===== src/rtl/sm83_ir_seq.sv =====
// sm83_ir_seq: instruction-register sequencer for the SM83 core.
// Fetches opcode bytes, tracks the CB-prefix bank, injects interrupt
// entry as a pseudo-instruction and implements HALT wait.
// Optional feature macro: SM83_HALT_BUG_EN (HALT with IME=0 and an
// interrupt pending makes the following fetch skip its PC increment).
module sm83_ir_seq #(
    parameter logic [7:0] RESET_OPCODE  = 8'h00,
    parameter logic [7:0] HALT_OPCODE   = 8'h76,
    parameter logic [7:0] PREFIX_OPCODE = 8'hCB
) (
    input  logic       clk,
    input  logic       reset,
    input  logic [7:0] fetch_data,
    input  logic       fetch_valid,
    output logic       fetch_req,
    output logic       pc_inc,
    input  logic       instr_done,
    input  logic       irq_pending,
    input  logic       ime,
    output logic       irq_ack,
    output logic [7:0] opcode,
    output logic       bank_cb,
    output logic       intr_entry,
    output logic       ir_valid,
    output logic       halted
);

    typedef enum logic [1:0] {
        ST_FETCH  = 2'd0,
        ST_EXEC   = 2'd1,
        ST_HALTED = 2'd2
    } state_t;

    state_t     state_q, state_d;
    logic [7:0] opcode_q, opcode_d;
    logic       bank_cb_q, bank_cb_d;
    logic       intr_entry_q, intr_entry_d;
    logic       pc_inc_q, pc_inc_d;
    logic       irq_ack_q, irq_ack_d;
`ifdef SM83_HALT_BUG_EN
    logic       halt_bug_q, halt_bug_d;
`endif

    // State and instruction-register flops; reset discards any in-flight instruction.
    always_ff @(posedge clk) begin
        if (reset) begin
            state_q      <= ST_FETCH;
            opcode_q     <= RESET_OPCODE;
            bank_cb_q    <= 1'b0;
            intr_entry_q <= 1'b0;
            pc_inc_q     <= 1'b0;
            irq_ack_q    <= 1'b0;
`ifdef SM83_HALT_BUG_EN
            halt_bug_q   <= 1'b0;
`endif
        end else begin
            state_q      <= state_d;
            opcode_q     <= opcode_d;
            bank_cb_q    <= bank_cb_d;
            intr_entry_q <= intr_entry_d;
            pc_inc_q     <= pc_inc_d;
            irq_ack_q    <= irq_ack_d;
`ifdef SM83_HALT_BUG_EN
            halt_bug_q   <= halt_bug_d;
`endif
        end
    end

    // Next-state and instruction-register updates, including the prioritised end-of-instruction rules.
    always_comb begin
        state_d      = state_q;
        opcode_d     = opcode_q;
        bank_cb_d    = bank_cb_q;
        intr_entry_d = intr_entry_q;
        pc_inc_d     = 1'b0;
        irq_ack_d    = 1'b0;
`ifdef SM83_HALT_BUG_EN
        halt_bug_d   = halt_bug_q;
`endif
        case (state_q)
            ST_FETCH: begin
                // bank_cb is held so the byte after a prefix decodes in the CB bank
                if (fetch_valid) begin
                    opcode_d = fetch_data;
                    state_d  = ST_EXEC;
`ifdef SM83_HALT_BUG_EN
                    if (halt_bug_q) begin
                        halt_bug_d = 1'b0;
                    end else begin
                        pc_inc_d = 1'b1;
                    end
`else
                    pc_inc_d = 1'b1;
`endif
                end
            end
            ST_EXEC: begin
                if (instr_done) begin
                    if (!bank_cb_q && !intr_entry_q && opcode_q == PREFIX_OPCODE) begin
                        // no interrupt may split the prefix from its CB opcode
                        bank_cb_d = 1'b1;
                        state_d   = ST_FETCH;
                    end else if (irq_pending && ime && !intr_entry_q) begin
                        intr_entry_d = 1'b1;
                        opcode_d     = RESET_OPCODE;
                        bank_cb_d    = 1'b0;
                        irq_ack_d    = 1'b1;
                    end else if (!bank_cb_q && !intr_entry_q && opcode_q == HALT_OPCODE) begin
                        bank_cb_d = 1'b0;
                        if (irq_pending) begin
                            // IME is necessarily 0 here: HALT falls straight through
                            state_d = ST_FETCH;
`ifdef SM83_HALT_BUG_EN
                            halt_bug_d = 1'b1;
`endif
                        end else begin
                            state_d = ST_HALTED;
                        end
                    end else begin
                        bank_cb_d    = 1'b0;
                        intr_entry_d = 1'b0;
                        state_d      = ST_FETCH;
                    end
                end
            end
            ST_HALTED: begin
                if (irq_pending) begin
                    if (ime) begin
                        state_d      = ST_EXEC;
                        intr_entry_d = 1'b1;
                        opcode_d     = RESET_OPCODE;
                        bank_cb_d    = 1'b0;
                        irq_ack_d    = 1'b1;
                    end else begin
                        state_d = ST_FETCH;
                    end
                end
            end
            default: begin
                state_d = ST_FETCH;
            end
        endcase
    end

    // State-decoded handshake and status outputs; fetch_req is masked while reset is held.
    always_comb begin
        fetch_req = (state_q == ST_FETCH) && !reset;
        ir_valid  = (state_q == ST_EXEC);
        halted    = (state_q == ST_HALTED);
    end

    assign opcode     = opcode_q;
    assign bank_cb    = bank_cb_q;
    assign intr_entry = intr_entry_q;
    assign pc_inc     = pc_inc_q;
    assign irq_ack    = irq_ack_q;

endmodule


===== config.mk =====
export PLATFORM = sky130hd
export DESIGN_NAME = sm83_ir_seq
export DESIGN_NICKNAME = d
export VERILOG_FILES = /design/src/rtl/sm83_ir_seq.sv
export SDC_FILE = /design/constraint.sdc
export NUM_CORES = 1
export LEC_CHECK = 0
export CORE_ASPECT_RATIO = 0.75
export CORE_MARGIN = 2
export CORE_UTILIZATION = 42
export CTS_BUF_LIST = sky130_fd_sc_hd__clkbuf_8
export DETAILED_ROUTE_END_ITERATION = 8
export PLACE_DENSITY = 0.83
export SYNTH_ARGS = -nofsm -noshare
export SYNTH_HDL_FRONTEND = slang
export SYNTH_SLANG_ARGS = --single-unit

===== constraint.sdc =====
create_clock -name clk -period 1.75 [get_ports clk]
set_clock_uncertainty 0.1 [all_clocks]
set_input_delay 0.35 -clock clk [delete_from_list [all_inputs] [get_ports clk]]
set_output_delay 0.35 -clock clk [all_outputs]
set_load 0.005 [all_outputs]

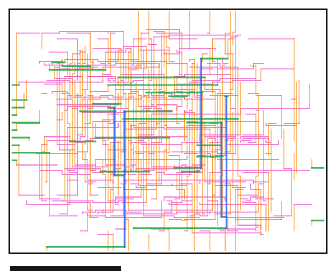
**Above:** signal wires by layer.
Scale bar: 20 um.
[green] met3 | wire length: 224 um
[orange] met2 | wire length: 1,650 um
[blue] met4 | wire length: 97.2 um
[magenta] met1 | wire length: 1,300 um

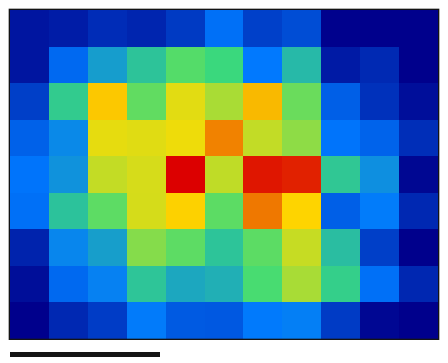
**Above:** routed metal per tile.
Scale bar: 20 um. 11 x 9 tiles, from dark blue (low) to red (high), scaled to the fullest tile. Values are wire area over tile area, all layers added.
tiles over half the peak: 31%
nearly empty tiles: 9.1%
densest ninth of the die: center

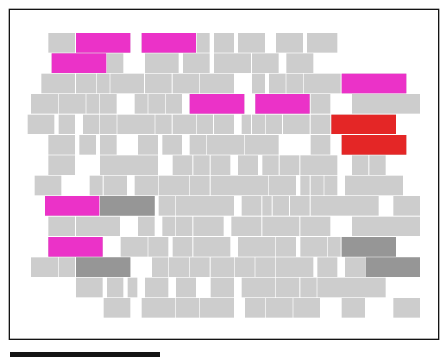
**Above:** sequential cells grouped by signal name.
Scale bar: 20 um. Other sequential cells in the stronger gray, the rest of the logic in the fainter gray.
[magenta] opcode | placed flops: 8
[red] state_q | placed flops: 2
not colored: 4

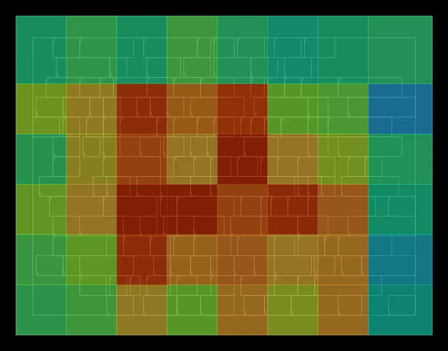
**Above:** routing congestion map.
M2 GR Usage: 46.0%
most used routing layer: met2

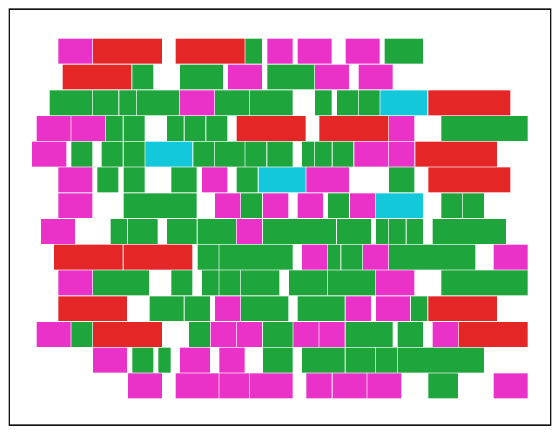
**Above:** placement by cell class.
[green] all other logic | cells: 81
[red] flip-flops | cells: 14
[cyan] clock drivers and dummy loads | cells: 4
[magenta] other buffers and delay cells | cells: 49
FP Rows: 14
Finished Cell Area: 1580 um2
core area: 2000 um2

==> reports/metrics.cfg <==
[logic_synthesis]
ys_ff=14
synth-async-reset-ratio_pct=0
adder_share_pct=5.64
yosysWarnings=0
mux_share_pct=1.13
ys_sh_simple_pct=34.4
postSynthSeqShare_pct=31.6
ys_cells=100
top_area_cell=dfxtp_1
synth_area_um2=887
aoi_share_pct=23.8
edf_count=0
syn_inst=100
synth-main-ff-cell=dfxtp_1
top_cells_by_count=dfxtp_1, nand4_1, a21oi_1, nor2b_1, o31ai_1
syn_area_per_cell_um2=8.87
top_cell=dfxtp_1
synth.area.top_cells=dfxtp_1, nand4_1, o31ai_1
yosys_area_um2=887

[power]
power_clock_w=0.000316
p_comb_share_pct=35.5
p_comb_w=0.000383
p_switching_w=0.000328
swShare_pct=30.4
power_leader=combinational cells
ir_drop_mv=0.562
p_seq_w=0.000379
p_leak_nw=0.612

[run]
warning_count=30
maxCapViolations=0

[die]
taps=24
die_area_um2=2500
die_w_um=57.1

[critical_path]
worstReg2RegEnd=state_q[1]$_SDFFE_PP0P_
critPathKind=reg2reg
regToRegStartpoint=opcode[7]$_SDFFE_PP0P_
path_buffers=0
crit_required_ps=1810
cpMaxStageDelayCell=or4_4
startpoint=opcode[7]$_SDFFE_PP0P_
reg2reg_depth=4
crit_path_end=state_q[1]$_SDFFE_PP0P_
worst-path-stages=4
critPathArrivalTime_ps=1820
crit_path_max_fanout=5
cp_slowest_stage_delay_ps=520

[cts]
cts_inserted_buffers=3
cts_tree=yes
numClockSinks=14
cts_hold_buffers=0
cts_buffer_depth=2

[sta]
slew_viol_final=0
period_used_pct=101
setup_ws_ps=-10.6
setup_violations=2
finalSetupTns_ps=-17.7
worst_slew_pin_slew_ps=273
slew_headroom_pct=81.8

[cells_and_area]
layout_top_cell=clkdlybuf4s50_1
largest_reg_flops=8
post-route-util_pct=78.9
fin_nets=167
nMultiInputCombCells=78
seq-cell-share_pct=18.5
stdcell_count=172
buf_share_pct=28.3
area_delta_synth_final_pct=77.7
buffers=49
comb_area_share_pct=46.7
logic_area_um2=737

[drt]
vias=1047
wl_met2_mm=1.65
top_layer=met4
routed_via_density=6.09
drc=0
drt-met1-wl_mm=1.30

[global_routing]
grt_overflow=0
grt_max_degree=10
grt_antenna_before_repair=0
grtUsageTotal_pct=24.0
grt_use_met3_pct=5.67
global_route.usage.met1_pct=26.9

[status]
status=complete, but fails checks
violations=negative setup slack

[place]
pre_cts_slack_ps=-259
dp.cells=165

[hold_path]
hold_class=reg2reg

